### M1 wires, run 1

Bar = 20 um.
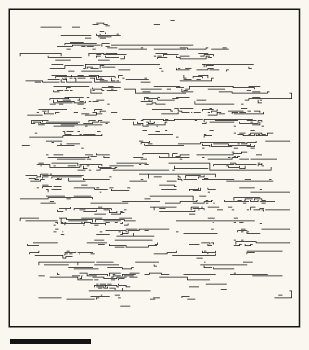
### The metal 2 layer, run 1

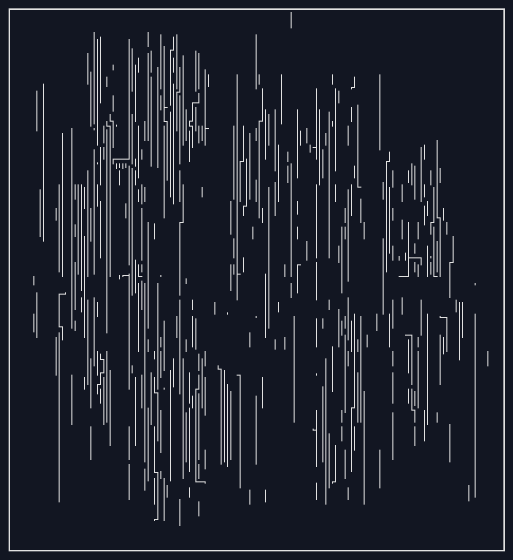
### Met3 routing, run 1

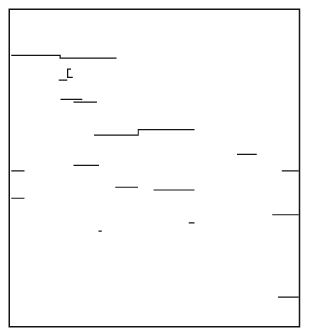
**src/rtl/dut_top.sv**
```systemverilog
// Looped-back serial framer: preamble + (optionally scrambled) payload + parity, with correlator RX and serial replay.
// Optional feature macro: DUT_TOP_SCRAMBLER_EN enables the 7-bit TX scrambler / RX descrambler.
module dut_top #(
    parameter int                 PRE_LEN     = 16,
    parameter logic [PRE_LEN-1:0] PRE_PATTERN = 16'hF0A5,
    parameter int                 DATA_BITS   = 4,
    parameter logic [6:0]         SCR_SEED    = 7'b1011101
) (
    input  logic Clock,
    input  logic Reset,
    input  logic Start,
    input  logic Input,
    output logic Antenna,
    output logic Output,
    output logic Error
);

    localparam int MAXC = (PRE_LEN > DATA_BITS) ? PRE_LEN : DATA_BITS;
    localparam int CW   = $clog2(MAXC + 1);

    typedef enum logic [1:0] {TX_IDLE, TX_PRE, TX_DATA, TX_PAR} tx_state_t;
    typedef enum logic [1:0] {RX_IDLE, RX_CAP, RX_CHK, RX_PLAY} rx_state_t;

    tx_state_t          tx_st_q;
    logic [CW-1:0]      tx_cnt_q;
    logic [PRE_LEN-1:0] pre_q;
    logic               tx_par_q;
    logic               ant_q;
    logic               tx_bit;

    rx_state_t            rx_st_q;
    logic [CW-1:0]        rx_cnt_q;
    logic [PRE_LEN-1:0]   corr_q;
    logic [PRE_LEN-1:0]   corr_d;
    logic [DATA_BITS-1:0] rx_buf_q;
    logic                 rx_par_q;
    logic                 rx_bit;
    logic                 out_q;
    logic                 err_q;

    logic accept;
    logic collide;
    logic perr;

`ifdef DUT_TOP_SCRAMBLER_EN
    logic [6:0] tx_lfsr_q;
    logic [6:0] rx_lfsr_q;
    logic       tx_scr;
    logic       rx_scr;

    assign tx_scr = tx_lfsr_q[6] ^ tx_lfsr_q[3];
    assign rx_scr = rx_lfsr_q[6] ^ rx_lfsr_q[3];
    assign tx_bit = Input ^ tx_scr;
    assign rx_bit = ant_q ^ rx_scr;
`else
    assign tx_bit = Input;
    assign rx_bit = ant_q;
`endif

    assign accept  = Start && (tx_st_q == TX_IDLE);
    assign collide = Start && (tx_st_q != TX_IDLE);
    assign perr    = (rx_st_q == RX_CHK) && (rx_par_q ^ ant_q);
    assign corr_d  = {corr_q[PRE_LEN-2:0], ant_q};

    assign Antenna = ant_q;
    assign Output  = out_q;
    assign Error   = err_q;

    always_ff @(posedge Clock or negedge Reset) begin
        if (!Reset) begin
            tx_st_q  <= TX_IDLE;
            tx_cnt_q <= '0;
            pre_q    <= '0;
            tx_par_q <= 1'b0;
            ant_q    <= 1'b0;
`ifdef DUT_TOP_SCRAMBLER_EN
            tx_lfsr_q <= SCR_SEED;
`endif
        end else begin
            unique case (tx_st_q)
                TX_IDLE: begin
                    ant_q    <= 1'b0;
                    tx_cnt_q <= '0;
                    tx_par_q <= 1'b0;
                    if (Start) begin
                        tx_st_q <= TX_PRE;
                        pre_q   <= PRE_PATTERN;
`ifdef DUT_TOP_SCRAMBLER_EN
                        tx_lfsr_q <= SCR_SEED;
`endif
                    end
                end
                TX_PRE: begin
                    ant_q <= pre_q[PRE_LEN-1];
                    pre_q <= pre_q << 1;
                    if (tx_cnt_q == CW'(PRE_LEN - 1)) begin
                        tx_cnt_q <= '0;
                        tx_st_q  <= TX_DATA;
                    end else begin
                        tx_cnt_q <= tx_cnt_q + 1'b1;
                    end
                end
                TX_DATA: begin
                    ant_q    <= tx_bit;
                    tx_par_q <= tx_par_q ^ tx_bit;
`ifdef DUT_TOP_SCRAMBLER_EN
                    tx_lfsr_q <= {tx_lfsr_q[5:0], tx_scr};
`endif
                    if (tx_cnt_q == CW'(DATA_BITS - 1)) begin
                        tx_cnt_q <= '0;
                        tx_st_q  <= TX_PAR;
                    end else begin
                        tx_cnt_q <= tx_cnt_q + 1'b1;
                    end
                end
                TX_PAR: begin
                    // first edge sends parity, second edge drops the line and goes idle
                    if (tx_cnt_q == '0) begin
                        ant_q    <= tx_par_q;
                        tx_cnt_q <= CW'(1);
                    end else begin
                        ant_q   <= 1'b0;
                        tx_st_q <= TX_IDLE;
                    end
                end
            endcase
        end
    end

    always_ff @(posedge Clock or negedge Reset) begin
        if (!Reset) begin
            rx_st_q  <= RX_IDLE;
            rx_cnt_q <= '0;
            corr_q   <= '0;
            rx_buf_q <= '0;
            rx_par_q <= 1'b0;
            out_q    <= 1'b0;
`ifdef DUT_TOP_SCRAMBLER_EN
            rx_lfsr_q <= SCR_SEED;
`endif
        end else begin
            corr_q <= corr_d;
            unique case (rx_st_q)
                RX_IDLE: begin
                    out_q <= 1'b0;
                    if (corr_d == PRE_PATTERN) begin
                        rx_st_q  <= RX_CAP;
                        rx_cnt_q <= '0;
                        rx_par_q <= 1'b0;
`ifdef DUT_TOP_SCRAMBLER_EN
                        rx_lfsr_q <= SCR_SEED;
`endif
                    end
                end
                RX_CAP: begin
                    rx_buf_q <= DATA_BITS'({rx_bit, rx_buf_q} >> 1);
                    rx_par_q <= rx_par_q ^ ant_q;
`ifdef DUT_TOP_SCRAMBLER_EN
                    rx_lfsr_q <= {rx_lfsr_q[5:0], rx_scr};
`endif
                    if (rx_cnt_q == CW'(DATA_BITS - 1)) begin
                        rx_cnt_q <= '0;
                        rx_st_q  <= RX_CHK;
                    end else begin
                        rx_cnt_q <= rx_cnt_q + 1'b1;
                    end
                end
                RX_CHK: begin
                    rx_st_q  <= RX_PLAY;
                    rx_cnt_q <= '0;
                end
                RX_PLAY: begin
                    out_q    <= rx_buf_q[0];
                    rx_buf_q <= rx_buf_q >> 1;
                    if (rx_cnt_q == CW'(DATA_BITS - 1)) begin
                        rx_cnt_q <= '0;
                        rx_st_q  <= RX_IDLE;
                    end else begin
                        rx_cnt_q <= rx_cnt_q + 1'b1;
                    end
                end
            endcase
        end
    end

    always_ff @(posedge Clock or negedge Reset) begin
        if (!Reset) begin
            err_q <= 1'b0;
        end else begin
            err_q <= (err_q & ~accept) | collide | perr;
        end
    end

endmodule

```
**config.mk**
```make
export PLATFORM = sky130hd
export DESIGN_NAME = dut_top
export DESIGN_NICKNAME = d
export VERILOG_FILES = /design/src/rtl/dut_top.sv
export SDC_FILE = /design/constraint.sdc
export NUM_CORES = 1
export LEC_CHECK = 0
export ABC_AREA = 1
export CAP_MARGIN = 20
export CORE_ASPECT_RATIO = 1.1
export CORE_MARGIN = 2
export CORE_UTILIZATION = 50
export CTS_CLUSTER_DIAMETER = 150
export DETAILED_ROUTE_END_ITERATION = 8
export PLACE_DENSITY = 0.69
export SKIP_LAST_GASP = 1
export SYNTH_ARGS = -nofsm -noshare
export SYNTH_HDL_FRONTEND = slang
export SYNTH_SLANG_ARGS = --single-unit
```
**constraint.sdc**
```tcl
create_clock -name Clock -period 1.6 [get_ports Clock]
set_input_delay 0.32 -clock Clock [delete_from_list [all_inputs] [get_ports Clock]]
set_output_delay 0.32 -clock Clock [all_outputs]
set_load 0.03 [all_outputs]
```
==> Slide: Implementation Results, run 1 <==
Flow Results at a Glance

Worst setup path
  • Endpoint of the worst-slack reg-to-reg timing path: pre_q[0]
  • Setup CP Type: flop to flop
  • Kind of end point of the critical path: flop

Power
  • Share of total power in the clock network: between 15 and 20%
  • Net switching share of the total power: approximately 40%
  • Peak VDD IR: ~1000 uV
  • Sequential share of power: around two fifths

Global routing
  • Number of global-route vias before repair: approximately 1.8k
  • GR met2 Demand/Resource: 29.0%
  • Maximum number of pins on one net before global-route repair: 40

Cells and area
  • Logic area: 998 um2
  • Final Non-Filler Cells: around 350

Floorplanning
  • Die width: roughly 71 um

Min path
  • Hold/Removal Path Class: flop to flop
  • End point of the worst hold path: corr_q[9]

Run status
  • Run status: completed

STA
  • Worst Setup Slack, final: approximately 50 ps

Yosys
  • Dominant register cell in the synthesized netlist: sky130_fd_sc_hd__dfrtp_1
  • XOR/XNOR Fraction of Synth Area: about 1.7%

Drt
  • Met2 layer wire length in the routed design: ~2.2 mm

Clock tree
  • Clock tree from TritonCTS: done
About 'M1 wires':
- longest straight run: 20.2 um
- share of all routed wire: 46%
- wire length on this layer: 2020 um

About 'The metal 2 layer':
- share of all routed wire: 50%
- wire length on this layer: 2180 um
- nets with wire on the layer: 240
- longest straight run: 32.6 um
- main direction: vertical

About 'Met3 routing':
- main direction: horizontal
- wire length on this layer: 117 um
- nets with wire on the layer: 13
DR vias: 1741
global routing usage on met3: 2.82%

run 1: what timing repair did:
action | CTS | global route
hold buffers | 1 | 0
endpoints found under the setup margin | 5 | 18
buffers inserted | 2 | 2
gates resized | 4 | 15
hold endpoints to repair | 15 | 0
pin swaps | 1 | 3
run 1: state kept, by name, indices dropped and copies added, names as in the netlist:
signal    count
Antenna       1
Error         1
Output        1
corr_q       15
pre_q        16
rx_buf_q      4
rx_cnt_q      5
rx_par_q      1
rx_st_q       2
tx_cnt_q      5
tx_par_q      1
tx_st_q       2
--- run 2 (diff from run 1) ---
--- a/config.mk
+++ b/config.mk
@@ -9,10 +9,9 @@
 export CAP_MARGIN = 20
 export CORE_ASPECT_RATIO = 1.1
 export CORE_MARGIN = 2
-export CORE_UTILIZATION = 50
+export CORE_UTILIZATION = 31
 export CTS_CLUSTER_DIAMETER = 150
 export DETAILED_ROUTE_END_ITERATION = 8
-export PLACE_DENSITY = 0.69
 export SKIP_LAST_GASP = 1
 export SYNTH_ARGS = -nofsm -noshare
 export SYNTH_HDL_FRONTEND = slang
==> constraint.sdc (replaced) <==
create_clock -name Clock -period 1.6 [get_ports Clock]
set_input_delay 0.32 -clock Clock [delete_from_list [all_inputs] [get_ports Clock]]
set_output_delay 0.32 -clock Clock [all_outputs]
set_load 0.05 [all_outputs]
### M1 wires, run 2

Bar = 20 um.
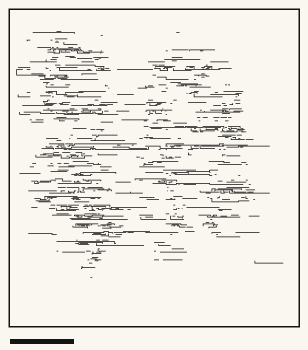
- main direction: horizontal
- nets with wire on the layer: 283
- wire length on this layer: 2040 um
Global Route met1 Usage: 14.3%
DR vias: 1799
Final Routed Wirelength: 4.32 mm

### The metal 2 layer, run 2

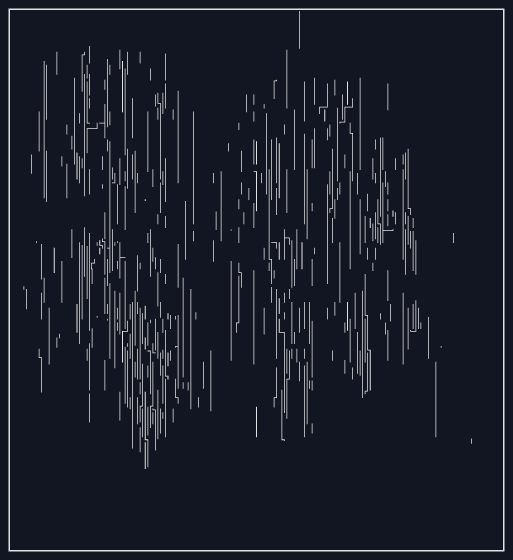
- longest straight run: 26.5 um
- nets with wire on the layer: 241
GR met2 Demand/Resource: 18.1%

==> run 2 against run 1 <==
Power is 0.44% higher. Core utilization is 21 points lower. Critical path depth is 4 higher. Largest power group unchanged. Sequential share of layout area is 1.2 points lower.
==> Slide: Implementation Results, run 2 <==
Flow Results at a Glance

Global routing
  • Number of global-route vias before repair: 1798 (+2.2%)
  • Maximum number of pins on one net before global-route repair: 55 (+38%)
  • Global routing usage on met3: 2.79% (-0.035 points)

Drt
  • First-iteration detailed-routing DRC count: around 40

Floorplanning
  • Fp_density: 31.8%
  • Tap cells: 108
  • Die width: 89.7 um (+25%)

Power
  • Net switching share of the total power: 38.8% (-0.92 points)
  • Sequential share of power: 40.3% (-0.5 points)
  • Share of total power in the clock network: 17.1% (-1.0 points)
  • Peak VDD IR: 924 uV (-5.4%)

Yosys
  • Dominant register cell in the synthesized netlist: sky130_fd_sc_hd__dfrtp_1
  • Cell with the most instances after synthesis: sky130_fd_sc_hd__dfrtp_1
  • Ys Warns: 0
  • XOR/XNOR Fraction of Synth Area: 1.75% (unchanged)

Run status
  • Run status: completed

Min path
  • Hold/Removal Path Class: input pin to async pin

STA
  • Setup tns final: 0 ps
  • Worst Setup Slack, final: 58.8 ps (+8.89 ps)

Cells and area
  • Flip-flop count of the largest register after layout: 16 (unchanged)
  • Final Non-Filler Cells: 405 (+16%)

Clock tree
  • Post-CTS Hold Buffers: 0 (-1)
  • Clock tree from TritonCTS: done
  • Total of cells resized after clock tree synthesis: 1 (-3)

Worst setup path
  • Setup CP Type: flop to flop
  • Kind of end point of the critical path: flop
  • Endpoint of the worst-slack reg-to-reg timing path: tx_st_q[0]
### Routing congestion map, run 2

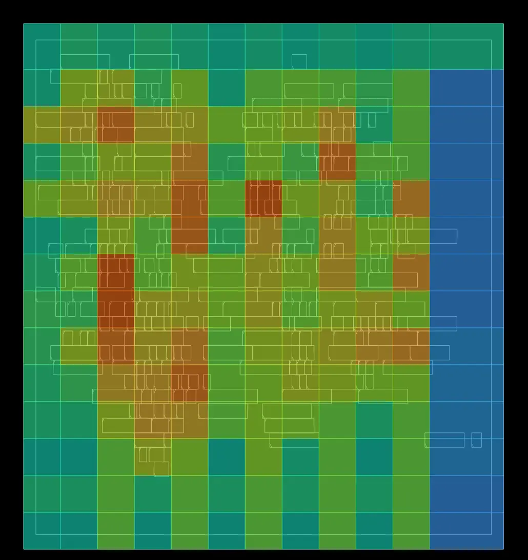
Tot GR Track Use: 11.0%
Most Crowded Layer GR: met2

run 2: worst reg2reg max path, cell delays in order (launching register included):
cell,delay [ps]
sky130_fd_sc_hd__dfrtp_1,370
sky130_fd_sc_hd__ha_2,190
sky130_fd_sc_hd__nand2_2,60
sky130_fd_sc_hd__inv_2,50
sky130_fd_sc_hd__nand2_2,50
sky130_fd_sc_hd__inv_2,70
sky130_fd_sc_hd__ha_4,120
sky130_fd_sc_hd__inv_2,30
sky130_fd_sc_hd__nand2_2,50
sky130_fd_sc_hd__o21ai_1,50
sky130_fd_sc_hd__nand3b_1,220
sky130_fd_sc_hd__nand2_1,100
sky130_fd_sc_hd__o21ai_1,60
run 2: routing by layer:
metal  vias up  routed length [um]
li1        907                   -
met1       858                2040
met2        28                2070
met3         6                 157
met4         0                  51
met5         -                   0
--- run 3 (diff from run 2) ---
--- a/config.mk
+++ b/config.mk
@@ -13,6 +13,7 @@
 export CTS_CLUSTER_DIAMETER = 150
 export DETAILED_ROUTE_END_ITERATION = 8
 export SKIP_LAST_GASP = 1
+export SLEW_MARGIN = 5
 export SYNTH_ARGS = -nofsm -noshare
 export SYNTH_HDL_FRONTEND = slang
 export SYNTH_SLANG_ARGS = --single-unit
==> constraint.sdc (replaced) <==
create_clock -name Clock -period 1.9 [get_ports Clock]
set_input_delay 0.38 -clock Clock [delete_from_list [all_inputs] [get_ports Clock]]
set_output_delay 0.38 -clock Clock [all_outputs]
set_load 0.05 [all_outputs]
### Met3 routing, run 3

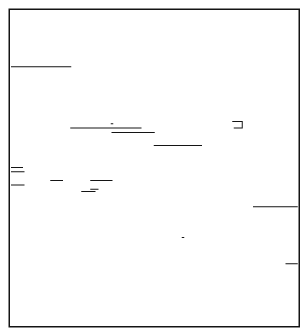
- wire length on this layer: 121 um
- main direction: horizontal
- longest straight run: 21.8 um

### M1 wires, run 3

Bar = 20 um.
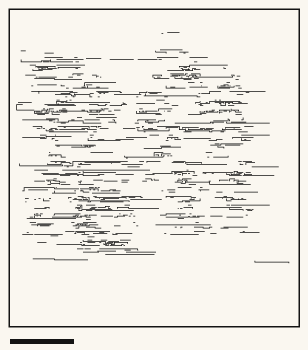
- wire length on this layer: 2110 um
- main direction: horizontal
- share of all routed wire: 51%
- nets with wire on the layer: 270
- longest straight run: 27.1 um
Global Route met1 Usage: 14.7%
Final Routed Wirelength: 4.18 mm
DR vias: 1735

==> run 3 against run 2 <==
Sequential power fell by 15%. Flip-flop count did not move. Sequential share of layout area rose by 2.2 points. Global-route usage fell by 0.35 points. Cell count fell by 3.5%. Via count fell by 3.6%. Clock skew barely moved. Fmax fell by 7.8%. Power fell by 20%. Synthesized cell count did not move. Wire length fell by 3.1%. Critical path type unchanged. Largest cell class unchanged.
==> Slide: Implementation Results, run 3 <==
Flow Results at a Glance

Clock tree
  • Clock insertion delay at the later pin of the skew report: ~310 ps
  • Total of cells resized after clock tree synthesis: 0 (-1)
  • Post-CTS Hold Buffers: 0 (unchanged)
  • Clock transition at the registers of the reported paths: about 100 ps
  • Clock tree from TritonCTS: done

Yosys
  • Ys Warns: 0 (unchanged)
  • Dominant register cell in the synthesized netlist: sky130_fd_sc_hd__dfrtp_1
  • FFs w/ async S/R, synth: 100%
  • XOR/XNOR Fraction of Synth Area: 1.75% (unchanged)
  • Mux cell area share after synthesis: 0%
  • Number of synthesized flops with an enable pin: 0
  • Cell with the most instances after synthesis: sky130_fd_sc_hd__dfrtp_1
  • Count of unique library cells instantiated by Yosys: 28

Global routing
  • Maximum number of pins on one net before global-route repair: 55 (unchanged)
  • Tot GR Track Use: 10.6% (-0.35 points)
  • Antenna violations before repair: 0
  • Number of global-route vias before repair: 1686 (-6.2%)
  • Most Crowded Layer GR: met2
  • Global routing usage on met3: 2.62% (-0.17 points)

Min path
  • Hold/Removal Path Class: input pin to async pin

Placed design
  • Cell area after placement: 0.00270 mm2
  • Global placement routability congestion: about 0.76
  • Worst slack, placed: 230 ps

Worst setup path
  • Endpoint of the worst-slack reg-to-reg timing path: tx_st_q[0]
  • Delay of the slowest cell on the worst path: around 400 ps
  • Kind of end point of the critical path: flop
  • Setup CP Type: flop to flop

Drt
  • Met1 Routed Length: 2.11 mm (+3.7%)
  • Top layer in use: met4
  • DRC viols: 0
  • Met2 layer wire length in the routed design: 1.88 mm (-9.0%)
  • First-iteration detailed-routing DRC count: 59 (+48%)
  • Met3 wirelength from detailed routing: 121 um (-23%)

STA
  • Highest achievable clock rate: around 600 MHz
  • Post-layout period usage of the worst path: 88.0%
  • Setup tns final: 0 ps (unchanged)
  • Post-layout min period: about 1700 ps
  • Worst Setup Slack, final: 229 ps (+170 ps)

Run status
  • Run status: completed

Floorplanning
  • Die H: 98.3 um
  • Fp_density: 31.8% (unchanged)
  • Die width: 89.7 um (unchanged)

Run
  • Max Cap Viol: 0

Cells and area
  • Final Non-Filler Cells: 391 (-3.5%)
  • Flip-flop count of the largest register after layout: 16 (unchanged)
  • Final Net Count: about 300
  • Final instance area: approximately 0.0028 mm2

Power
  • Peak VDD IR: 735 uV (-20%)
### The metal 2 layer, run 3

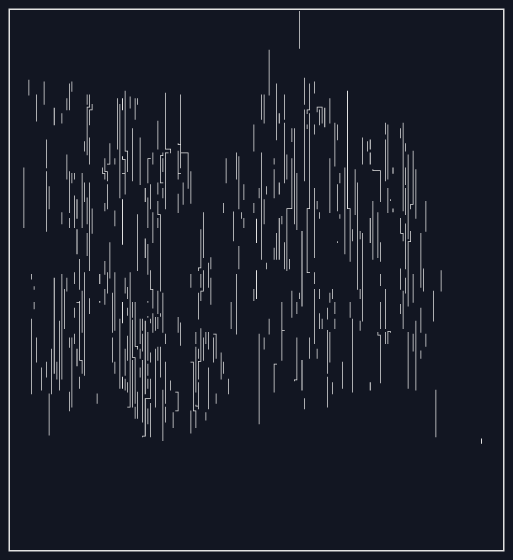
- longest straight run: 24.5 um
- main direction: vertical
- wire length on this layer: 1880 um
- nets with wire on the layer: 223
GR met2 Demand/Resource: 16.2%

-- run 3: cell counts after synthesis --
Identical to the previous run, type by type.
-- run 3: cell type report --
type	instances	share of cell area (%)
flip-flops and latches	54	48.0
clock buffers	6	2.58
repair buffers	8	2.85
well taps	108	4.80
multi-input cells	164	33.9
inverters	49	6.54
clock inverters	2	1.33
-- run 3: report_power, final --
group | leakage [uW] | internal, uW | switching, uW
Sequential | 0.000690 | 1550 | 242
Clock | 0.0000514 | 393 | 371
Combinational | 0.000665 | 592 | 1050
-- run 3: critical path, delay by kind of cell, from the launching register on --
family	cells	cell delay (ps)
fa+ha+maj	2	400
buf+inv	3	160
simple gates	5	470
flops	1	410
compound gates	2	150

==> screenshots <==
Nets reached from selected ports.
Bar = 20 um.
(a)
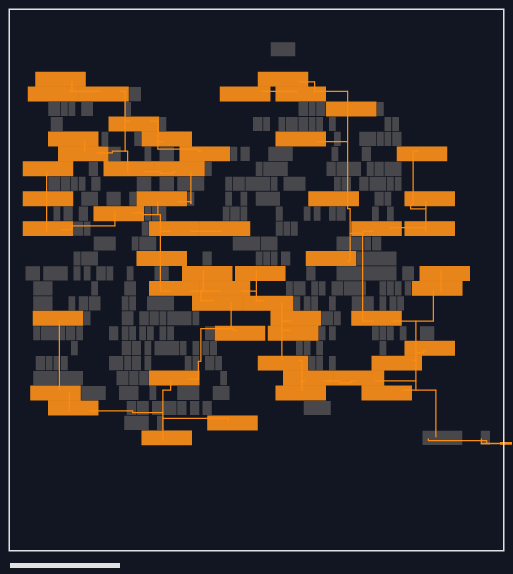
(b)
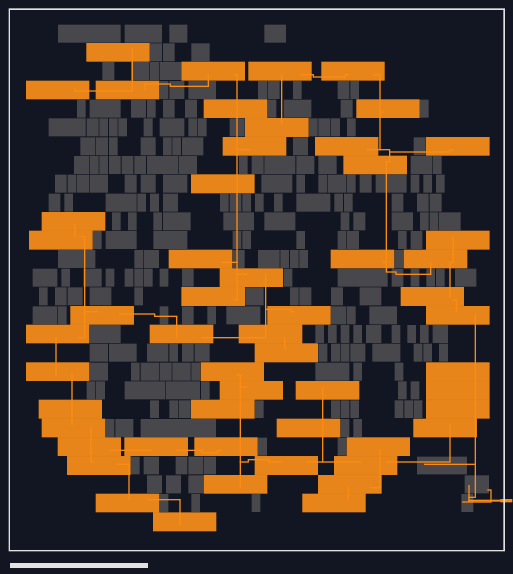
The one with the largest die is (a).
- (a) = run 3
- (b) = run 1

No activity file was given, so power comes from the tool's default toggle rates.
